Fig. 1: run 1, cell placement
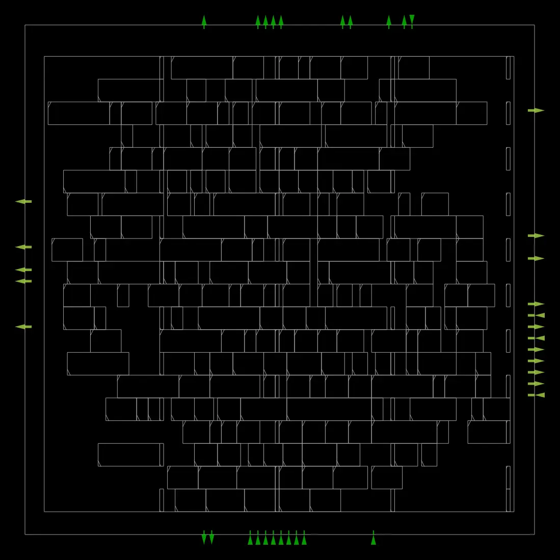
Fig. 2: run 1, port wiring
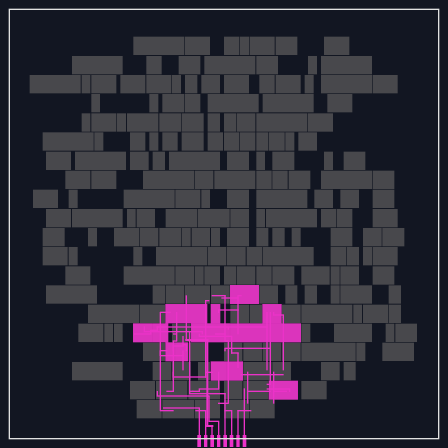
Fig. 3: run 1, signal wires on met2
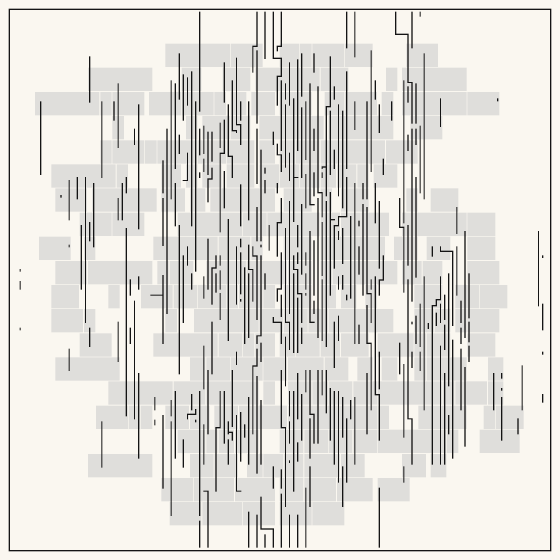
--- src/rtl/prgmem_loader.sv ---
// Brainfuck source loader: encodes ASCII commands and writes them into program RAM from address 0.
// Optional bracket balance checking is enabled by defining BRAINHACK_BRACKET_CHECK_EN.
`timescale 1ns/1ps
module prgmem_loader #(
    parameter int ADDR_WIDTH  = 8,
    parameter int INSTR_WIDTH = 3
) (
    input  logic                   clock,
    input  logic                   reset,
    input  logic                   i_start,
    input  logic                   i_valid,
    output logic                   o_ready,
    input  logic [7:0]             i_data,
    input  logic                   i_last,
    output logic                   o_prgmem_in,
    output logic [ADDR_WIDTH-1:0]  o_prgmem_addr,
    output logic [INSTR_WIDTH-1:0] o_prgmem_data,
    output logic                   o_cpu_hold,
    output logic                   o_done,
    output logic                   o_error,
    output logic [ADDR_WIDTH:0]    o_length
);

    typedef enum logic [1:0] {S_LOAD, S_DONE, S_ERROR} state_t;

    localparam logic [ADDR_WIDTH:0] LEN_ONE = 1;

    state_t                   r_state;
    state_t                   w_state_next;
    logic                     r_wr_en;
    logic [ADDR_WIDTH-1:0]    r_wr_addr;
    logic [INSTR_WIDTH-1:0]   r_wr_data;
    logic [ADDR_WIDTH:0]      r_length;

    logic                     w_accept;
    logic                     w_restart;
    logic                     w_is_cmd;
    logic [2:0]               w_code;
    logic                     w_full;
    logic                     w_bracket_err;
    logic                     w_last_err;
    logic                     w_fail;
    logic                     w_write;

    always_comb begin
        w_is_cmd = 1'b1;
        w_code   = 3'd0;
        case (i_data)
            8'h2B:   w_code = 3'd0;  // +
            8'h2D:   w_code = 3'd1;  // -
            8'h3E:   w_code = 3'd2;  // >
            8'h3C:   w_code = 3'd3;  // <
            8'h5B:   w_code = 3'd4;  // [
            8'h5D:   w_code = 3'd5;  // ]
            8'h2E:   w_code = 3'd6;  // .
            8'h2C:   w_code = 3'd7;  // ,
            default: w_is_cmd = 1'b0;
        endcase
    end

    assign w_accept  = i_valid && (r_state == S_LOAD);
    assign w_restart = i_start && (r_state != S_LOAD);
    // Length only ever reaches 2**ADDR_WIDTH, so its top bit alone means "memory full".
    assign w_full    = r_length[ADDR_WIDTH];

`ifdef BRAINHACK_BRACKET_CHECK_EN
    logic [ADDR_WIDTH:0] r_depth;
    logic [ADDR_WIDTH:0] w_depth_after;

    always_comb begin
        w_depth_after = r_depth;
        if (w_is_cmd && w_code == 3'd4)
            w_depth_after = r_depth + LEN_ONE;
        else if (w_is_cmd && w_code == 3'd5 && r_depth != '0)
            w_depth_after = r_depth - LEN_ONE;
    end

    assign w_bracket_err = w_is_cmd && (w_code == 3'd5) && (r_depth == '0);
    assign w_last_err    = i_last && (w_depth_after != '0);

    always_ff @(posedge clock) begin
        if (reset)
            r_depth <= '0;
        else if (w_restart)
            r_depth <= '0;
        else if (w_write)
            r_depth <= w_depth_after;
    end
`else
    assign w_bracket_err = 1'b0;
    assign w_last_err    = 1'b0;
`endif

    assign w_fail  = w_accept && ((w_is_cmd && w_full) || w_bracket_err || w_last_err);
    assign w_write = w_accept && w_is_cmd && !w_full && !w_bracket_err;

    always_ff @(posedge clock) begin
        if (reset)
            r_state <= S_LOAD;
        else
            r_state <= w_state_next;
    end

    always_comb begin
        w_state_next = r_state;
        case (r_state)
            S_LOAD: begin
                if (w_fail)
                    w_state_next = S_ERROR;
                else if (w_accept && i_last)
                    w_state_next = S_DONE;
            end
            S_DONE, S_ERROR: begin
                if (i_start)
                    w_state_next = S_LOAD;
            end
            default: w_state_next = S_LOAD;
        endcase
    end

    always_comb begin
        o_ready    = (r_state == S_LOAD);
        o_done     = (r_state == S_DONE);
        o_error    = (r_state == S_ERROR);
        o_cpu_hold = (r_state != S_DONE);
    end

    // NOTE: the write address is the current length, so addr and length advance together.
    always_ff @(posedge clock) begin
        if (reset) begin
            r_wr_en   <= 1'b0;
            r_wr_addr <= '0;
            r_wr_data <= '0;
            r_length  <= '0;
        end else begin
            r_wr_en <= w_write;
            if (w_write) begin
                r_wr_addr <= r_length[ADDR_WIDTH-1:0];
                r_wr_data <= INSTR_WIDTH'(w_code);
                r_length  <= r_length + LEN_ONE;
            end else if (w_restart) begin
                r_wr_addr <= '0;
                r_length  <= '0;
            end
        end
    end

    assign o_prgmem_in   = r_wr_en;
    assign o_prgmem_addr = r_wr_addr;
    assign o_prgmem_data = r_wr_data;
    assign o_length      = r_length;

endmodule

--- config.mk ---
export PLATFORM = sky130hd
export DESIGN_NAME = prgmem_loader
export DESIGN_NICKNAME = d
export VERILOG_FILES = /design/src/rtl/prgmem_loader.sv
export SDC_FILE = /design/constraint.sdc
export NUM_CORES = 1
export LEC_CHECK = 0
export ABC_CLOCK_PERIOD_IN_PS = 1700
export CAP_MARGIN = 20
export CORE_MARGIN = 2
export CORE_UTILIZATION = 40
export DETAILED_ROUTE_END_ITERATION = 6
export GPL_ROUTABILITY_DRIVEN = 0
export MAX_ROUTING_LAYER = met4
export PLACE_DENSITY = 0.81
export SYNTH_ARGS = -nofsm -noshare
export SYNTH_HDL_FRONTEND = slang
export SYNTH_SLANG_ARGS = --single-unit
--- constraint.sdc ---
create_clock -name clock -period 1.7 [get_ports clock]
set_input_delay 0.34 -clock clock [delete_from_list [all_inputs] [get_ports clock]]
set_output_delay 0.34 -clock clock [all_outputs]
set_load 0.02 [all_outputs]
==> impl_metrics.csv, run 1 <==
group,metric,value,unit
outcome,status,"completed",
synth,synth_dominant_cell_count,"nand2_1",
job,tool_warnings,28,
layout,fillCellCount,249,
grt,grt_use_total,0.207,
final_timing,hold_viol,0,
grt,grt_pass1_wl,5.59,mm
layout,clock_area_frac,0.0140,
layout,nClkBuffers,3,
floorplan,die_area,3710,sq um
synth,yosys_warnings,0,
synth,ff_type,"dfxtp_1",
cts,cts_hold_repair.buffers,0,
synth,yosys.area.top_type_share,0.356,
drt,wire_per_inst,14.1,um
power,p_leak,0.890,nW
synth,ys_area,1290,sq um
synth,synthCells,147,
layout,antenna_cells,0,
cts,cts_root_buf,"clkbuf_4",
critical_path,cp-startpoint,"i_data[6]",
drt,wl_met3,229,um
grt,grt-ovfl-total,0,
cts,cts_inserted_buffers,3,
cts,clk_latency,0.31,ns
layout,final_nets,228,
cts,cts_tree,"yes",
cts,cts-htree-levels,1,
layout,seq-cell-share,0.234,
floorplan,die_x,60.9,um
power,vdd_drop_max,0.000315,V
final_timing,fin_setup_tns,0,ns
drt,drtAntennaViolNets,0,
final_timing,skew,0.00619,ns
cts,clock_sinks,23,
final_timing,min_period,1.64,ns
synth,ys.flops,23,
drt,m1WireLength,1.52,mm
grt,antenna_found_initial,0,
final_timing,fin_ws,0.0550,ns
critical_path,cp-start-kind,"primary input",
layout,comb_area_share,0.396,
placement,post-place-ws,-0.517,ns
synth,synth-edff-count,0,
power,power_density,503,nW/um^2
synth,common_cells,"24 x nand2_1, 23 x dfxtp_1, 11 x mux2i_1, 7 x inv_1, 7 x o21ai_0",
final_timing,report.final.slew_viol_count,0,
final_timing,worstMarginPinSlew,0.396,ns
synth,yosysCellCount,147,
synth,synth-async-reset-ratio,0,
critical_path,cp.arrival,1.85,ns
critical_path,critPathMaxFanout,5,
synth,synthTopCellsByArea,"dfxtp_1 36%, mux2i_1 8.5%, nand2_1 7.0%, ha_1 3.9%, nor4b_1 3.4%",
critical_path,worstReg2RegStart,"r_state[0]$_SDFFE_PP0P_",
critical_path,crit_type,"in2reg",
layout,buf_share,0.315,
final_timing,rsz0062_at_grt,"false",
synth,ys_seq_frac,0.356,
drt,drcViolationCount,0,
min_path,hold_path.class,"in2reg",
layout,comb_cells,109,
synth,synth_area_leader_cell,"dfxtp_1",
floorplan,initial_utilization,0.424,
layout,final_cells,254,
grt,met3_usage,0.0448,
job,cap_violations,0,
final_timing,relSlewSlack,0.736,
grt,gr-usage-met1,0.255,
layout,largest_class,"multi-input combinational cells",
layout,register_area,462,sq um
layout,areaGrowthSynthToFinish,52.5,%
critical_path,end_kind,"register",
min_path,hold_path_startpoint,"i_data[1]",
critical_path,required,1.91,ns
layout,drive_above_1_share,0.233,
layout,logic_area,782,sq um
drt,vias_per_cell,5.39,
layout,layout.cells.most_common_list,"26 x buf_4, 23 x nand2_1, 22 x dfxtp_1, 18 x clkdlybuf4s50_1",
layout,flops,23,
drt,dr.pass1.iters,4,
grt,grt_pass1_vias,1258,
synth,synth_area,1290,sq um
final_timing,final-setup-viol-count,0,
placement,hpwlAfterDp,2.70,mm
floorplan,die_y,60.9,um
floorplan,tap_cells,44,
layout,inv_count,7,
drt,wl_met2,1.78,mm
final_timing,period_used_share,0.968,
synth,yosysUniqueCellTypes,41,
grt,grt_start_max_net_pins,14,
synth,synth_nets,164,
drt,highest_layer,"met4",
placement,placedCellCount,247,
cts,cts_buffer_depth,2,
final_timing,fmax,608,MHz
layout,final_common_cell,"buf_4",
grt,busiest_layer,"met2",
synth,syn_area_per_cell,8.80,sq um
layout,n_all_buffers,67,
cts,path_clk_slew,0.13,ns
drt,drt_iter0_markers,93,
## Picture notes: Fig. 1
core area: 3050 sq um
# rows: 20

## Picture notes: Fig. 2
legend:
  magenta:
    port: i_data
    bits: 8
    direction: input
    edge: south
    end_cells: 13
    buffers: 14
    wire: 286 um
IO buf count: 37
I/O pin count: 38

## Picture notes: Fig. 3
wire length on this layer: 1780 um
share of all routed wire: 50%
DR vias: 1370
final wirelength: 3.58 mm
grt met2 use: 0.329

[run 1: stage by stage]
step	hold slack, ns	area, sq um	total power [W]	utilization
5_1_grt	0.396	1970	0.00105	0.646
2_1_floorplan	0.453	1300	0.000635	-
6_report	0.405	1970	0.000993	0.646
3_3_place_gp	0.445	1920	0.000732	0.627
3_5_place_dp	0.455	1920	0.000741	0.627
4_1_cts	0.473	1930	0.000996	0.632
[run 1: sequential cells by signal, indices dropped and copies added (netlist names)]
register,cells
o_length,9
o_prgmem_addr,8
o_prgmem_data,3
o_prgmem_in,1
r_state,2
[run 1: cell families after synthesis]
| logic type | after synthesis | share of synthesized area |
|---|---|---|
| xor+xnor | 1 | 0.00677 |
| compound gates | 31 | 0.204 |
| simple gates | 62 | 0.253 |
| flops | 23 | 0.356 |
| fa+ha+maj | 4 | 0.0387 |
| buf+inv | 15 | 0.0561 |
| mux | 11 | 0.0851 |
[run 1: path summary, 6_finish.rpt]
path                                   endpoint  slack [ns]  cells past startpoint
setup / recovery       o_length[0]$_SDFFE_PP0P_        0.06                      6
hold / removal    o_prgmem_data[0]$_SDFFE_PP0P_        0.40                      3
setup reg to reg       o_length[0]$_SDFFE_PP0P_        0.08                      6
hold reg to reg   o_prgmem_addr[7]$_SDFFE_PP0P_        0.47                      2
[run 1: timing repair]
item	4_1_cts	5_1_grt
pin swaps	4	6
buffers inserted	1	2
resized	16	19
cloned	0	0
endpoints found under the setup margin	35	24
hold endpoints to repair	0	0
[run 1: report_power, final]
part	switching [W]	internal, W	leakage [nW]
Clock	0.000170	0.0000879	0.0177
Combinational	0.0000923	0.0000998	0.687
Sequential	0.00000166	0.000541	0.186
[run 1: critical path: stages]
cell and delay, ns:
clkdlybuf4s15_1 0.21, or3b_4 0.40, a2111oi_4 0.29, buf_4 0.20, o31a_1 0.27, o22ai_1 0.14
==> inputs of run 2 (changes only) <==
Settings changed: CORE_MARGIN 2 to not set.
==> impl_metrics.csv, run 2 <==
group,metric,value,unit
outcome,status,"completed",
cts,path_clk_slew,0.14,ns
cts,cts_root_buf,"clkbuf_4",
placement,placedCellCount,249,
critical_path,max_stage_delay,0.40,ns
cts,clk_latency,0.32,ns
critical_path,crit_type,"in2reg",
placement,io_buffers,37,
synth,synthCells,147,
min_path,hold_end,"o_prgmem_data[0]$_SDFFE_PP0P_",
drt,vias_per_cell,5.73,
drt,wl_met2,2.07,mm
critical_path,required,1.91,ns
final_timing,worstMarginPinSlew,0.383,ns
min_path,whs_path_depth,3,
cts,cts-htree-levels,1,
synth,yosysCellCount,147,
layout,fin_util,0.662,
placement,dpl_cell_area,1920,sq um
layout,antenna_cells,0,
grt,busiest_layer,"met2",
critical_path,path_delay_family,"AND-OR/OR-AND gates",
synth,synth_area_leader_cell,"dfxtp_1",
synth,synth-async-reset-ratio,0,
grt,grt.met2_usage,0.403,
grt,grt_start_max_net_pins,14,
min_path,hold_path_startpoint,"i_data[1]",
placement,hpwlAfterDp,2.79,mm
critical_path,crit_buf_inv,2,
floorplan,core,3050,sq um
cts,cts_buffer_depth,2,
final_timing,report.final.slew_viol_count,0,
layout,areaGrowthSynthToFinish,56.3,%
final_timing,skew,0.00685,ns
critical_path,timing.rr.end,"o_length[0]$_SDFFE_PP0P_",
grt,antenna_found_initial,0,
floorplan,initial_utilization,0.424,
synth,synth_area,1290,sq um
critical_path,rrSetupSlack,0.09,ns
critical_path,critPathMaxFanout,6,
drt,wire_per_inst,16.7,um
drt,drt_iter0_markers,102,
power,power_density,496,nW/um^2
power,p_total,0.00100,W
synth,ys.flops,23,
critical_path,cp_slowest_cell,"or3b_4",
synth,synth_dominant_cell_count,"nand2_1",
synth,yosysUniqueCellTypes,41,
final_timing,fmax,604,MHz
placement,post-place-ws,-0.514,ns
drt,drtAntennaViolNets,0,
power,p_leak,0.943,nW
final_timing,relSlewSlack,0.744,
synth,common_cells,"24 x nand2_1, 23 x dfxtp_1, 11 x mux2i_1, 7 x inv_1, 7 x o21ai_0",
layout,fin_area,2020,sq um
synth,synthTopCellsByArea,"dfxtp_1 36%, mux2i_1 8.5%, nand2_1 7.0%, ha_1 3.9%, nor4b_1 3.4%",
synth,synth-edff-count,0,
layout,drive_above_1_share,0.255,
min_path,hold_path.class,"in2reg",
grt,grt_use_total,0.258,
synth,ys_seq_frac,0.356,
critical_path,end_kind,"register",
final_timing,fin_ws,0.0451,ns
grt,grt_pass1_wl,6.64,mm
layout,final_cells,256,
final_timing,min_period,1.65,ns
drt,drcViolationCount,0,
final_timing,hold_viol,0,
drt,m1WireLength,1.82,mm
synth,syn_area_per_cell,8.80,sq um
synth,synth_nets,164,
synth,ff_type,"dfxtp_1",
layout,largest_register_ffs,9,
job,cap_violations,0,
drt,highest_layer,"met4",
critical_path,cp.arrival,1.87,ns
grt,grt_pass1_vias,1398,
floorplan,std_cell_rows,20,
synth,yosys_warnings,0,
critical_path,cp-start-kind,"primary input",
critical_path,r2r_cells,6,
synth,yosys.area.top_type_share,0.356,
synth,ys_area,1290,sq um
critical_path,worstReg2RegStart,"r_state[1]$_SDFFE_PP0P_",
layout,layout.cells.most_common_list,"25 x buf_4, 23 x nand2_1, 23 x dfxtp_1, 16 x clkdlybuf4s50_1",
cts,cts_inserted_buffers,3,
layout,final_nets,230,
critical_path,path_cells,"clkdlybuf4s15_1 > or3b_4 > a2111oi_4 > buf_6 > o31a_1 > o22ai_2",
grt,grt-ovfl-total,0,
final_timing,rsz0062_at_grt,"false",
final_timing,holdWs,0.420,ns
cts,clock_sinks,23,
floorplan,die_y,58.9,um
floorplan,die_x,58.9,um
cts,cts_hold_repair.buffers,0,
floorplan,ios,38,
cts,cts_tree,"yes",
layout,final_common_cell,"buf_4",
grt,gr-usage-met1,0.329,
drt,wl_met3,232,um
power,vdd_drop_max,0.000375,V
run 2: worst max-delay path by stage:
| stage | cells after the start | end | start |
|---|---|---|---|
| global placement | 7 | o_prgmem_data[2]$_SDFFE_PP0P_ | i_data[5] |
| CTS | 7 | o_prgmem_addr[4]$_SDFFE_PP0P_ | i_data[5] |
| detailed placement | 7 | o_length[7]$_SDFFE_PP0P_ | i_data[5] |
| finish | 6 | o_length[0]$_SDFFE_PP0P_ | i_data[4] |
| global route | 7 | o_prgmem_addr[4]$_SDFFE_PP0P_ | r_state[0]$_SDFFE_PP0P_ |
| floorplan | 5 | r_state[0]$_SDFFE_PP0P_ | i_data[4] |
run 2: repair_timing:
item | 4_1_cts | 5_1_grt
buffers inserted | 1 | 1
setup endpoints to repair | 35 | 23
pin swaps | 6 | 6
hold endpoints to repair | 0 | 0
cloned | 1 | 0
gates resized | 28 | 18
run 2: report_power, final:
group	switching [W]	internal, W	leakage (nW)	total (W)
Sequential	0.00000175	0.000542	0.185	0.000543
Combinational	0.0000998	0.0000959	0.740	0.000196
Clock	0.000175	0.0000880	0.0177	0.000263
run 2: final cells by class:
| class | instances | area [sq um] |
|---|---|---|
| fillers | 251 | 1030 |
| multi-input cells | 109 | 803 |
| repair buffers | 69 | 649 |
| flip-flops and latches | 23 | 460 |
| well taps | 44 | 55.1 |
| inverters | 7 | 26.3 |
| clock buffers | 3 | 22.5 |
| clock inverters | 1 | 5.00 |
run 2: cell families after synthesis:
group           count (synthesis)  share of synthesized area
flops                          23                      0.356
buf+inv                        15                     0.0561
mux                            11                     0.0851
fa+ha+maj                       4                     0.0387
compound gates                 31                      0.204
xor+xnor                        1                    0.00677
simple gates                   62                      0.253
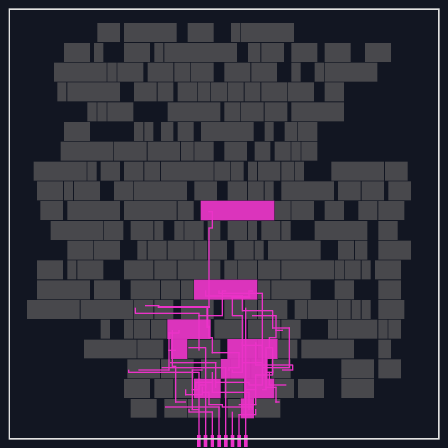
Fig. 4. Port wiring (run 2).
legend:
  magenta:
    port: i_data
    bits: 8
    direction: input
    edge: south
    end_cells: 13
    buffers: 14
    wire: 350 um

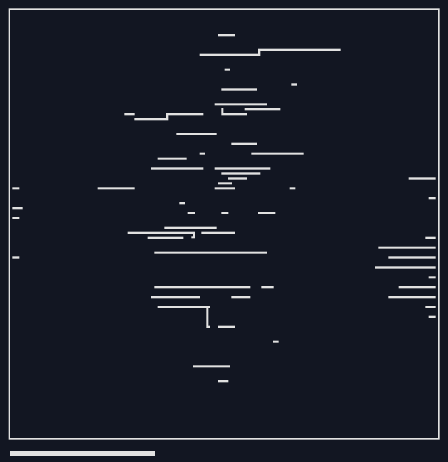
Fig. 5. Signal wires on met3 (run 2).
Bar = 20 um.
main direction: horizontal
longest straight run: 15.2 um
share of all routed wire: 5.4%
wire length on this layer: 232 um
final wirelength: 4.28 mm
met3 usage: 0.0374
DR vias: 1467

==> inputs of run 3 (changes only) <==
Settings changed: CAP_MARGIN 20 to 25.
==> impl_metrics.csv, run 3 <==
group,metric,value,unit
outcome,status,"completed",
floorplan,core,3050,sq um
final_timing,fin_ws,0.0451,ns
final_timing,fin_setup_tns,0,ns
layout,antenna_cells,0,
final_timing,relSlewSlack,0.744,
synth,yosys.area.top_type_share,0.356,
floorplan,die_y,58.9,um
synth,xor_share,0.00677,
synth,ys_seq_frac,0.356,
grt,antenna_found_initial,0,
layout,final_nets,230,
layout,final_common_cell,"buf_4",
critical_path,critPathMaxFanout,6,
cts,clock_sinks,23,
synth,synth_area_leader_cell,"dfxtp_1",
synth,synthTopCellsByArea,"dfxtp_1 36%, mux2i_1 8.5%, nand2_1 7.0%, ha_1 3.9%, nor4b_1 3.4%",
synth,synth-edff-count,0,
drt,vias_per_cell,5.73,
floorplan,ios,38,
cts,cts_tree,"yes",
synth,aoi_share,0.204,
synth,synth_area,1290,sq um
min_path,hold_end,"o_prgmem_data[0]$_SDFFE_PP0P_",
final_timing,worstMarginPinSlew,0.383,ns
synth,mux_share,0.0851,
layout,fillCellCount,251,
grt,grt-ovfl-total,0,
synth,common_cells,"24 x nand2_1, 23 x dfxtp_1, 11 x mux2i_1, 7 x inv_1, 7 x o21ai_0",
synth,synth_dominant_cell_count,"nand2_1",
placement,dpl_cell_area,1920,sq um
cts,cts_inserted_buffers,3,
critical_path,timing.rr.end,"o_length[0]$_SDFFE_PP0P_",
critical_path,required,1.91,ns
layout,largest_register_ffs,9,
drt,drt_iter0_markers,102,
critical_path,r2r_cells,6,
final_timing,fmax,604,MHz
placement,io_buffers,37,
final_timing,min_period,1.65,ns
job,cap_violations,0,
power,vdd_drop_max,0.000375,V
grt,grt_use_total,0.258,
cts,clk_latency,0.32,ns
floorplan,die_area,3470,sq um
critical_path,cp-start-kind,"primary input",
critical_path,end_kind,"register",
final_timing,final-setup-viol-count,0,
layout,layout.cells.most_common_list,"25 x buf_4, 23 x nand2_1, 23 x dfxtp_1, 16 x clkdlybuf4s50_1",
final_timing,rsz0062_at_grt,"false",
layout,areaGrowthSynthToFinish,56.3,%
drt,dr.pass1.iters,6,
placement,post-place-ws,-0.514,ns
synth,yosysUniqueCellTypes,41,
grt,grt_pass1_wl,6.64,mm
synth,synthTopLogicFamily,"simple AND/OR/NAND/NOR gates",
final_timing,period_used_share,0.973,
synth,ys_area,1290,sq um
power,p_leak,0.943,nW
critical_path,crit_type,"in2reg",
drt,drtAntennaViolNets,0,
synth,synthCells,147,
layout,fin_area,2020,sq um
synth,ff_type,"dfxtp_1",
drt,wl,4.28,mm
synth,yosysCellCount,147,
synth,syn_area_per_cell,8.80,sq um
drt,vias,1467,
placement,hpwlAfterDp,2.79,mm
synth,yosys_warnings,0,
cts,cts_root_buf,"clkbuf_4",
cts,path_clk_slew,0.14,ns
synth,ys.flops,23,
final_timing,skew,0.00685,ns
floorplan,std_cell_rows,20,
final_timing,report.final.slew_viol_count,0,
synth,synth-async-reset-ratio,0,
critical_path,rrSetupSlack,0.09,ns
job,tool_warnings,28,
synth,simple_gate_share,0.253,
critical_path,cp.arrival,1.87,ns
synth,synth_nets,164,
floorplan,die_x,58.9,um
min_path,whs_path_depth,3,
floorplan,initial_utilization,0.424,
cts,cts_hold_repair.buffers,0,
critical_path,crit_end,"o_length[0]$_SDFFE_PP0P_",
synth,synthAdderAreaFrac,0.0387,
cts,cts_buffer_depth,2,
power,p_total,0.00100,W
drt,drcViolationCount,0,
critical_path,worstReg2RegStart,"r_state[1]$_SDFFE_PP0P_",
min_path,hold_path_startpoint,"i_data[1]",
final_timing,hold_viol,0,
grt,grt_pass1_vias,1398,
layout,drive_above_1_share,0.255,
grt,grt_start_max_net_pins,14,
min_path,hold_path.class,"in2reg",
power,power_density,496,nW/um^2
drt,wire_per_inst,16.7,um
critical_path,cp-startpoint,"i_data[4]",
cts,cts-htree-levels,1,
[run 3: cell counts after synthesis]
Identical to the previous run, type by type.
[run 3: per-layer routing]
metal  part of all wire  vias up  global-route usage
li1                   -      668                   -
met4              0.037        0               0.116
met5                  0        -                   -
met2               0.48       80               0.403
met3              0.054       20              0.0374
met1               0.43      699               0.329
[run 3: repair_timing]
action / CTS / global route
pin swaps: 6 / 6
cloned: 1 / 0
hold endpoints to repair: 0 / 0
gates resized: 28 / 18
setup buffers: 1 / 1
endpoints found under the setup margin: 35 / 23
[run 3: kinds of logic after synthesis]
logic type / count (synthesis)
compound gates: 31
mux: 11
xor+xnor: 1
fa+ha+maj: 4
simple gates: 62
flops: 23
buf+inv: 15
[run 3: critical path: stages]
cell,delay [ns]
clkdlybuf4s15_1,0.17
or3b_4,0.40
a2111oi_4,0.35
buf_6,0.19
o31a_1,0.28
o22ai_2,0.13
[run 3: power by group]
part	leakage, nW	internal, W	switching (W)
combinational	0.740	0.0000959	0.0000998
sequential	0.185	0.000542	0.00000175
clock	0.0177	0.0000880	0.000175
[run 3: stage by stage]
stage,util,hold WS (ns),cells
final,0.662,0.420,256
after CTS,0.654,0.472,255
after global placement,0.628,0.445,249
after floorplan,-,0.453,147
after detailed placement,0.628,0.451,249
after global routing,0.662,0.429,256
[run 3: cell type report]
type / instances / area (sq um) / area share
multi-input combinational: 109 / 803 / 0.397
timing repair buffer: 69 / 649 / 0.321
sequential: 23 / 460 / 0.228
tap: 44 / 55.1 / 0.0272
inverter: 7 / 26.3 / 0.0130
clock buffer: 3 / 22.5 / 0.0111
clock inverter: 1 / 5.00 / 0.00248
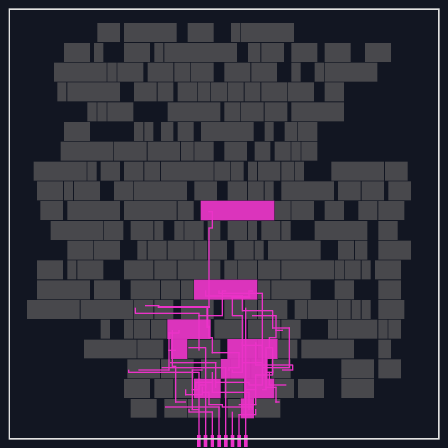
Fig. 6. Port wiring (run 3).
legend:
  magenta:
    port: i_data
    bits: 8
    direction: input
    edge: south
    end_cells: 13
    buffers: 14
    wire: 350 um

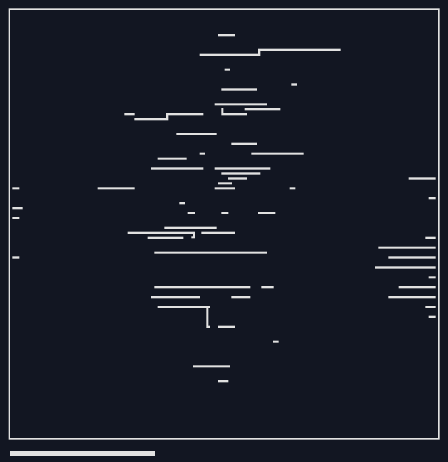
Fig. 7. Signal wires on met3 (run 3).
Bar = 20 um.
main direction: horizontal
share of all routed wire: 5.4%
longest straight run: 15.2 um


## Gallery

Placed cells, one colour a class.
Fill, decap, tap and diode cells in grey.
shot_01.png
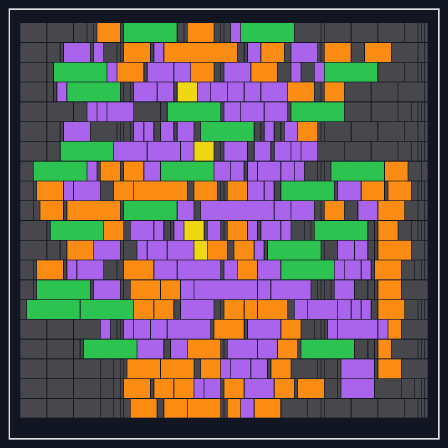
shot_02.png
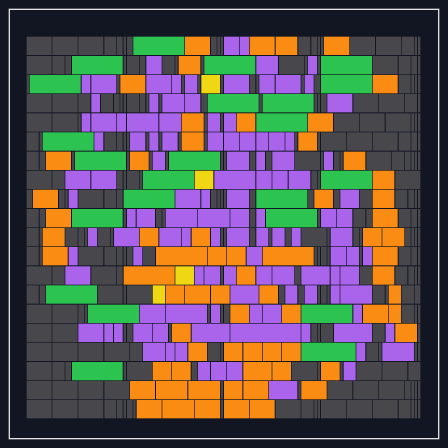
shot_02.png: run 1
shot_01.png: run 3

Power figures rest on the tool's default switching activity, not on a simulated workload.
